Figure 1. Register map, names as in the netlist (run 1).
Scale bar: 20 um.
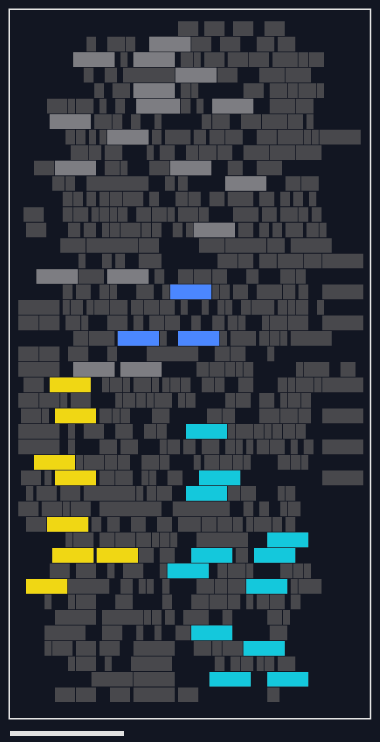
Figure 2. Signal wires by layer (run 1).
Two of the layers only.
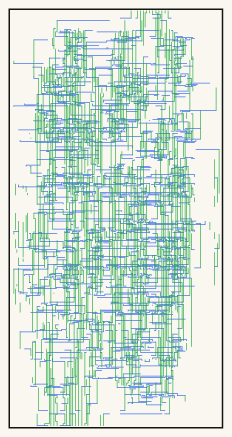
Figure 3. I/O nets highlighted (run 1).
Scale bar: 20 um.
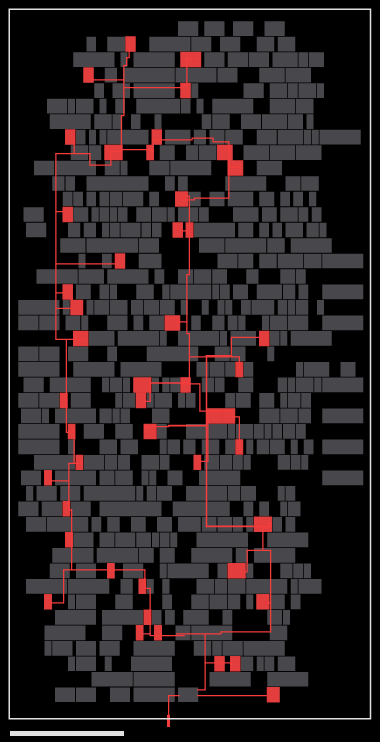
--- src/rtl/text_term_ctrl_if.sv ---
// Character-stream and text-RAM write-port bundle for text_term_ctrl.
// The slave side is the controller; the master side is the environment
// (character source plus the RAM, which returns read data).
interface text_term_ctrl_if #(
  parameter int unsigned AW = 12
) ();
  logic          char_valid;
  logic [7:0]    char_data;
  logic          char_ready;
  logic          clr_req;
  logic [AW-1:0] ram_addr;
  logic          ram_we;
  logic [7:0]    ram_wdata;
  logic [7:0]    ram_rdata;

  modport master (
    output char_valid, char_data, clr_req, ram_rdata,
    input  char_ready, ram_addr, ram_we, ram_wdata
  );

  modport slave (
    input  char_valid, char_data, clr_req, ram_rdata,
    output char_ready, ram_addr, ram_we, ram_wdata
  );
endinterface

--- src/rtl/text_term_ctrl.sv ---
// Terminal-style controller owning the write port of the text RAM.
// Writes printable bytes at the cursor, interprets CR/LF/BS/FF, scrolls by
// copying rows up one at a time, and clears the screen on request or reset.
module text_term_ctrl #(
  parameter int unsigned COLS = 80,
  parameter int unsigned ROWS = 40,
  parameter int unsigned AW   = 12,
  parameter logic [7:0]  FILL = 8'h20
) (
  input  logic                clk25MHz,
  input  logic                reset,
  text_term_ctrl_if.slave     term,
  output logic [7:0]          cur_x,
  output logic [7:0]          cur_y,
  output logic                busy
);

  localparam logic [2:0] StIdle       = 3'd0;
  localparam logic [2:0] StWrite      = 3'd1;
  localparam logic [2:0] StScrollRd   = 3'd2;
  localparam logic [2:0] StScrollWr   = 3'd3;
  localparam logic [2:0] StScrollFill = 3'd4;
  localparam logic [2:0] StClear      = 3'd5;

  localparam logic [AW-1:0] ColsA     = AW'(COLS);
  localparam logic [AW-1:0] LastCell  = AW'(COLS * ROWS - 1);
  localparam logic [AW-1:0] LastCopy  = AW'(COLS * (ROWS - 1) - 1);
  localparam logic [AW-1:0] FillStart = AW'(COLS * (ROWS - 1));
  localparam logic [AW-1:0] OneA      = AW'(1);
  localparam logic [7:0]    LastCol   = 8'(COLS - 1);
  localparam logic [7:0]    LastRow   = 8'(ROWS - 1);

  logic [2:0]    state_q, state_d;
  logic [AW-1:0] index_q, index_d;
  logic [7:0]    cur_x_q, cur_x_d;
  logic [7:0]    cur_y_q, cur_y_d;
  logic [7:0]    byte_q, byte_d;
  logic          clr_pend_q, clr_pend_d;
  logic [AW-1:0] wr_addr;
  logic          printable;

  assign wr_addr   = AW'(cur_y_q) * ColsA + AW'(cur_x_q);
  assign printable = (term.char_data >= 8'h20) && (term.char_data != 8'h7F);

  // Next-state, cursor and copy-index update.
  always_comb begin
    state_d    = state_q;
    index_d    = index_q;
    cur_x_d    = cur_x_q;
    cur_y_d    = cur_y_q;
    byte_d     = byte_q;
    clr_pend_d = clr_pend_q | term.clr_req;
    case (state_q)
      StIdle: begin
        // A pending or fresh clear wins over any offered character.
        if (clr_pend_q || term.clr_req) begin
          state_d    = StClear;
          index_d    = '0;
          clr_pend_d = 1'b0;
        end else if (term.char_valid) begin
          if (printable) begin
            byte_d  = term.char_data;
            state_d = StWrite;
          end else begin
            case (term.char_data)
              8'h0D: cur_x_d = '0;
              8'h0A: begin
                if (cur_y_q < LastRow) begin
                  cur_y_d = cur_y_q + 8'd1;
                end else begin
                  state_d = StScrollRd;
                  index_d = '0;
                end
              end
              8'h08: begin
                if (cur_x_q != 8'd0) cur_x_d = cur_x_q - 8'd1;
              end
              8'h0C: begin
                state_d = StClear;
                index_d = '0;
              end
              default: ;
            endcase
          end
        end
      end
      StWrite: begin
        if (cur_x_q < LastCol) begin
          cur_x_d = cur_x_q + 8'd1;
          state_d = StIdle;
        end else if (cur_y_q < LastRow) begin
          cur_x_d = '0;
          cur_y_d = cur_y_q + 8'd1;
          state_d = StIdle;
        end else begin
          cur_x_d = '0;
          state_d = StScrollRd;
          index_d = '0;
        end
      end
      StScrollRd: state_d = StScrollWr;
      StScrollWr: begin
        if (index_q == LastCopy) begin
          index_d = FillStart;
          state_d = StScrollFill;
        end else begin
          index_d = index_q + OneA;
          state_d = StScrollRd;
        end
      end
      StScrollFill: begin
        if (index_q == LastCell) state_d = StIdle;
        else                     index_d = index_q + OneA;
      end
      StClear: begin
        if (index_q == LastCell) begin
          state_d = StIdle;
          cur_x_d = '0;
          cur_y_d = '0;
        end else begin
          index_d = index_q + OneA;
        end
      end
      default: begin
        state_d = StClear;
        index_d = '0;
      end
    endcase
  end

  // State registers; reset restarts a full-screen clear.
  always_ff @(posedge clk25MHz) begin
    if (reset) begin
      state_q    <= StClear;
      index_q    <= '0;
      cur_x_q    <= '0;
      cur_y_q    <= '0;
      byte_q     <= '0;
      clr_pend_q <= 1'b0;
    end else begin
      state_q    <= state_d;
      index_q    <= index_d;
      cur_x_q    <= cur_x_d;
      cur_y_q    <= cur_y_d;
      byte_q     <= byte_d;
      clr_pend_q <= clr_pend_d;
    end
  end

  // RAM port drive; held quiet while reset is asserted.
  always_comb begin
    term.ram_we    = 1'b0;
    term.ram_addr  = '0;
    term.ram_wdata = FILL;
    if (!reset) begin
      case (state_q)
        StWrite: begin
          term.ram_we    = 1'b1;
          term.ram_addr  = wr_addr;
          term.ram_wdata = byte_q;
        end
        // Source address is presented here; sync RAM returns it next cycle.
        StScrollRd: term.ram_addr = index_q + ColsA;
        StScrollWr: begin
          term.ram_we    = 1'b1;
          term.ram_addr  = index_q;
          term.ram_wdata = term.ram_rdata;
        end
        StScrollFill, StClear: begin
          term.ram_we   = 1'b1;
          term.ram_addr = index_q;
        end
        default: ;
      endcase
    end
  end

  // Handshake and status outputs.
  always_comb begin
    term.char_ready = !reset && (state_q == StIdle) && !clr_pend_q && !term.clr_req;
    busy            = reset || (state_q != StIdle);
    cur_x           = cur_x_q;
    cur_y           = cur_y_q;
  end

endmodule

--- src/flat_wrapper.sv ---
// flat-port wrapper written by rule: the top's interface ports become plain ports
module text_term_ctrl_flat 
#(
  parameter int unsigned COLS = 80,
  parameter int unsigned ROWS = 40,
  parameter int unsigned AW   = 12,
  parameter logic [7:0]  FILL = 8'h20
)
  (clk25MHz, reset, cur_x, cur_y, busy, term_char_valid, term_char_data, term_clr_req, term_ram_rdata, term_char_ready, term_ram_addr, term_ram_we, term_ram_wdata);
  text_term_ctrl_if #(.AW(AW)) term_i ();
  input  logic clk25MHz;
  input  logic reset;
  output logic [7:0] cur_x;
  output logic [7:0] cur_y;
  output logic busy;
  input wire logic [$bits(term_i.char_valid)-1:0] term_char_valid;
  input wire logic [$bits(term_i.char_data)-1:0] term_char_data;
  input wire logic [$bits(term_i.clr_req)-1:0] term_clr_req;
  input wire logic [$bits(term_i.ram_rdata)-1:0] term_ram_rdata;
  output wire logic [$bits(term_i.char_ready)-1:0] term_char_ready;
  output wire logic [$bits(term_i.ram_addr)-1:0] term_ram_addr;
  output wire logic [$bits(term_i.ram_we)-1:0] term_ram_we;
  output wire logic [$bits(term_i.ram_wdata)-1:0] term_ram_wdata;
  assign term_i.char_valid = term_char_valid;
  assign term_i.char_data = term_char_data;
  assign term_i.clr_req = term_clr_req;
  assign term_i.ram_rdata = term_ram_rdata;
  assign term_char_ready = term_i.char_ready;
  assign term_ram_addr = term_i.ram_addr;
  assign term_ram_we = term_i.ram_we;
  assign term_ram_wdata = term_i.ram_wdata;
  text_term_ctrl #(.COLS(COLS), .ROWS(ROWS), .AW(AW), .FILL(FILL)) u_core (.clk25MHz(clk25MHz), .reset(reset), .term(term_i), .cur_x(cur_x), .cur_y(cur_y), .busy(busy));
endmodule
--- config.mk ---
export PLATFORM = sky130hd
export DESIGN_NAME = text_term_ctrl_flat
export DESIGN_NICKNAME = d
export VERILOG_FILES = /design/src/rtl/text_term_ctrl_if.sv /design/src/rtl/text_term_ctrl.sv /design/src/flat_wrapper.sv
export SDC_FILE = /design/constraint.sdc
export NUM_CORES = 1
export LEC_CHECK = 0
export CORE_ASPECT_RATIO = 2
export CORE_UTILIZATION = 45
export DETAILED_ROUTE_END_ITERATION = 8
export PLACE_DENSITY = 0.73
export SLEW_MARGIN = 30
export SYNTH_ARGS = -nofsm -noshare
export SYNTH_HDL_FRONTEND = slang
export SYNTH_SLANG_ARGS = --single-unit
--- constraint.sdc ---
create_clock -name clk25MHz -period 3.9 [get_ports clk25MHz]
set_clock_uncertainty 0.2 [all_clocks]
set_input_delay 0.78 -clock clk25MHz [delete_from_list [all_inputs] [get_ports clk25MHz]]
set_output_delay 0.78 -clock clk25MHz [all_outputs]
set_load 0.05 [all_outputs]
==> impl_metrics.env, run 1 <==
# implementation run metrics
export IMPL_status="completed"
export IMPL_cts_sinks=40
export IMPL_inv_count=11
export IMPL_ys_chip_area_um2=3366
export IMPL_power_clock_uw=528
export IMPL_pg_comb_uw=78.4
export IMPL_crit_fanout=8
export IMPL_top_logic_kind="AND-OR/OR-AND gates"
export IMPL_path_common_cell="ha_1"
export IMPL_wl_um=10330
export IMPL_worstSetupStartpoint="u_core.cur_y[3]"
export IMPL_reg2reg_slack_ns=0.90
export IMPL_cts_setup_buffers=0
export IMPL_crit_cells=9
export IMPL_synth_yosys_seq_area_share_pct=23.79
export IMPL_compound_area_share_pct=28.66
export IMPL_ioPinCount=59
export IMPL_combGateArea_um2=2442
export IMPL_worstPathRequired_ns=2.92
export IMPL_syn_avg_cell_area_um2=7.598
export IMPL_grt_total_usage_pct=27.14
export IMPL_power_switching_share_pct=20.48
export IMPL_std_cell_rows=44
export IMPL_cts_tree="yes"
export IMPL_dr_pass1_iters=6
export IMPL_area_leaders="dfxtp_1 24%, ha_1 7.4%, nor2_1 6.5%"
export IMPL_via_per_inst=6.299
export IMPL_largest_class="multi-input combinational cells"
export IMPL_final_common_cell="nor2_1"
export IMPL_async_reset_ff_share_pct=0
export IMPL_finalSetupViolCount=0
export IMPL_hold_buffers=0
export IMPL_buf_share_pct=19.72
export IMPL_h_tree_depth=2
export IMPL_pg_seq_uw=417
export IMPL_crit_path_start_kind="flop"
export IMPL_nClkBuffers=5
export IMPL_crit_chain="ha_1, ha_1, ha_1, o21a_1, a21oi_1, o21a_1, o21ai_0, a31oi_2, buf_12"
export IMPL_maxCapViolCount=0
export IMPL_min_to="u_core.byte_q[5]"
export IMPL_finalHoldViolations=0
export IMPL_clk_latency_ns=0.29
export IMPL_numPortBuffers=58
export IMPL_p_total_uw=1023
export IMPL_min_path_cells=2
export IMPL_sequentialPowerShare_pct=40.7
export IMPL_slew_violations=0
export IMPL_tns_ns=0
export IMPL_yosysTopAreaCell="dfxtp_1"
export IMPL_drcViolationCount=0
export IMPL_yosysMostFrequentCell="nor2_1"
export IMPL_chip_area_um2=7850
export IMPL_area_growth_pct=32.71
export IMPL_cts_resized=0
export IMPL_crit_arrival_ns=2.80
export IMPL_n_tap_cell=92
export IMPL_gr_total_overflow=0
export IMPL_fin_area_um2=4467
export IMPL_reg2reg_depth=7
export IMPL_core_um2=7267
export IMPL_clk_share_pct=4.146
export IMPL_seq_area_um2=802.0
export IMPL_top_area_share_pct=23.79
About Figure 1:
| signal | colour | sequential cells |
|---|---|---|
| u_core.index_q | cyan | 12 |
| u_core.byte_q | yellow | 8 |
| u_core.state_q | blue | 3 |

About Figure 2:
| layer | colour | wire length |
|---|---|---|
| M2 | green | 5,580 um |
| M1 | blue | 3,660 um |

About Figure 3:
| port | colour | bits | direction | end cells | buffers | wire |
|---|---|---|---|---|---|---|
| reset | red | 1 | input | 48 | 3 | 486 um |

[run 1: sequential cells by signal (all words and copies together), names as in the netlist]
register           flops
u_core.byte_q          8
u_core.clr_pend_q      1
u_core.cur_x           8
u_core.cur_y           8
u_core.index_q        12
u_core.state_q         3
[run 1: stage by stage]
stage          worst slack [ns]  hold WS [ns]  instances
6_report                 0.1249        0.2966        588
3_3_place_gp             0.4413        0.2704        581
2_1_floorplan            0.1690        0.2520        443
5_1_grt                0.004341        0.3366        588
4_1_cts                  0.1555        0.3023        588
3_5_place_dp             0.3688        0.2895        581
[run 1: metal layers]
layer  global-route usage, %  wire (um)  part of all wire, %
met1                   25.16       3658                   35
met2                   50.66       5581                   54
met3                   4.212        475                  4.6
met4                   20.66        612                  5.9
met5                       0          0                    0
Figure 4. The clock network (run 1).
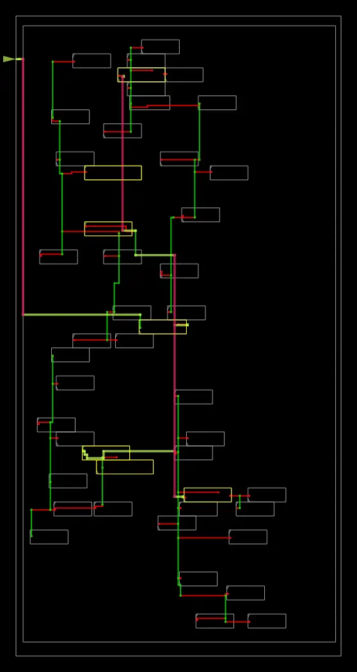

==> run 2: changes to the inputs <==
--- a/config.mk
+++ b/config.mk
@@ -13,3 +13,4 @@
 export SYNTH_ARGS = -nofsm -noshare
 export SYNTH_HDL_FRONTEND = slang
 export SYNTH_SLANG_ARGS = --single-unit
+export TNS_END_PERCENT = 5
==> constraint.sdc (replaced) <==
create_clock -name clk25MHz -period 3.7 [get_ports clk25MHz]
set_clock_uncertainty 0.2 [all_clocks]
set_input_delay 0.74 -clock clk25MHz [delete_from_list [all_inputs] [get_ports clk25MHz]]
set_output_delay 0.74 -clock clk25MHz [all_outputs]
set_load 0.05 [all_outputs]
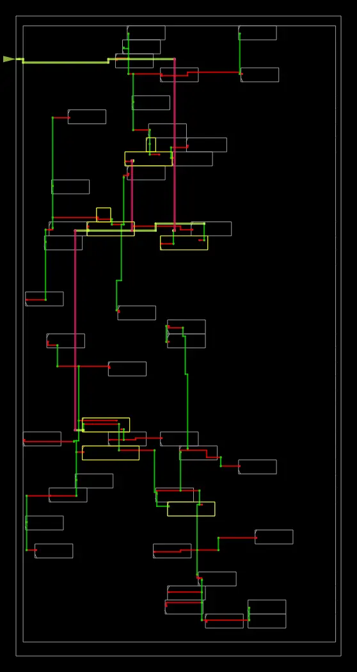
Figure 5: run 2, the clock network.
Layout clock buffers: 5
CTS Buf Count: 5
Sink Count: 40
clk ins delay skew pair: 0.29 ns
seq_cells: 40

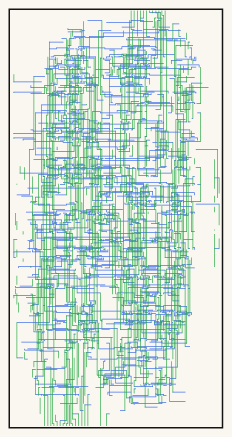
Figure 6: run 2, signal wires by layer.
Two of the layers only.
| layer | colour | wire length |
|---|---|---|
| M1 | blue | 3,870 um |
| M2 | green | 5,530 um |

==> run 2 against run 1 <==
Global-route usage is 1.2 points lower. Area after synthesis unchanged. Hold slack lost 0.0032 ns. Synthesized cell count unchanged. First-iteration DRC count fell by 15%. Sequential power is 5.3% higher. Sequential share of layout area is 0.054 points lower. Die area unchanged. Power rose by 0.19%. Largest power group unchanged.
==> impl_metrics.env, run 2 <==
# implementation run metrics
export IMPL_status="completed"
export IMPL_drcViolationCount=0
export IMPL_max_stage_delay_ns=0.48
export IMPL_core_um2=7267
export IMPL_grt_max_degree=23
export IMPL_yosysTopAreaCell="dfxtp_1"
export IMPL_power_clock_uw=502
export IMPL_power_switching_share_pct=22.63
export IMPL_fin_area_um2=4494
export IMPL_largest_reg_flops=12
export IMPL_stdcell_count=595
export IMPL_numPortBuffers=58
export IMPL_hp_class="flop to flop"
export IMPL_std_cell_rows=44
export IMPL_crit_arrival_ns=2.63
export IMPL_yosys_area_share_adder_pct=8.625
export IMPL_finalHoldViolations=0
export IMPL_chip_area_um2=7850
export IMPL_path_buffers=2
export IMPL_ff_type="dfxtp_1"
export IMPL_h_tree_depth=2
export IMPL_compound_area_share_pct=28.66
export IMPL_pg_seq_uw=439
export IMPL_crit_end="term_ram_addr[10]"
export IMPL_ys_chip_area_um2=3366
export IMPL_crit_cells=10
export IMPL_finalSetupViolCount=0
export IMPL_crit_fanout=7
export IMPL_tns_ns=0
export IMPL_synth_yosys_seq_area_share_pct=23.79
export IMPL_netlist_area_um2=3366
export IMPL_switchingPower_uw=232.0
export IMPL_top_logic_kind="AND-OR/OR-AND gates"
export IMPL_pg_comb_uw=84.2
export IMPL_diodes=0
export IMPL_whs_ns=0.2934
export IMPL_syn_avg_cell_area_um2=7.598
export IMPL_ioPinCount=59
export IMPL_dp_cells=587
export IMPL_gr_total_overflow=0
export IMPL_crit_path_start_kind="flop"
export IMPL_ys_ff=40
export IMPL_maxCapViolCount=0
export IMPL_wl_um=10070
export IMPL_rr_startpoint="u_core.index_q[4]"
export IMPL_final_common_cell="nor2_1"
export IMPL_area_growth_pct=33.53
export IMPL_p_total_uw=1025
export IMPL_dpl_worst_slack_ns=0.3148
export IMPL_worstPathRequired_ns=2.76
export IMPL_sequentialPowerShare_pct=42.9
export IMPL_regMostFlops="u_core.index_q"
export IMPL_async_reset_ff_share_pct=0
export IMPL_top_area_share_pct=23.79
export IMPL_worstSetupStartpoint="u_core.cur_y[1]"
export IMPL_fp_nets=485
export IMPL_fin_ws_ns=0.1324
export IMPL_slew_violations=0
export IMPL_timing_rr_end="u_core.cur_x[7]"
export IMPL_grt_total_usage_pct=25.95
export IMPL_reg2reg_depth=7
export IMPL_yosysMostFrequentCell="nor2_1"
export IMPL_area_leaders="dfxtp_1 24%, ha_1 7.4%, nor2_1 6.5%"
export IMPL_crit_chain="ha_1, ha_1, inv_1, fa_1, nand2b_1, nor2_1, xnor2_1, nand2_1, a21oi_2, buf_12"
export IMPL_reg2reg_slack_ns=0.78
export IMPL_min_to="u_core.byte_q[5]"
export IMPL_lay_top_cells="58 x nor2_1, 41 x a21oi_1, 37 x dfxtp_1, 35 x clkdlybuf4s50_1, 30 x nand2_1"
export IMPL_min_path_cells=2
export IMPL_hold_buffers=0
export IMPL_dr_pass1_iters=4
export IMPL_cts_tree="yes"
export IMPL_path_common_cell="ha_1"
export IMPL_via_per_inst=6.082
run 2: cell counts after synthesis:
Identical to the previous run, type by type.
run 2: layout make-up:
cell class / count / area, um2
Inverter: 11 / 41.29
Sequential cell: 40 / 804.5
Fill cell: 652 / 2773
Timing Repair Buffer: 75 / 925.9
Multi-Input combinational cell: 369 / 2440
Tap cell: 92 / 115.1
Clock buffer: 5 / 125.1
Clock inverter: 3 / 42.54
run 2: timing repair:
item,CTS,global route
pin swaps,0,1
gates resized,1,4
setup endpoints to repair,1,3
setup buffers,0,0
run 2: routing by layer:
layer	track usage (%)	share of wire (%)	vias to the layer above
met5	0	0	-
li1	-	-	1772
met1	26.72	38	1701
met4	12.86	3.4	0
met3	3.297	3.3	27
met2	49.15	55	119
Power and IR drop assume default switching activity.
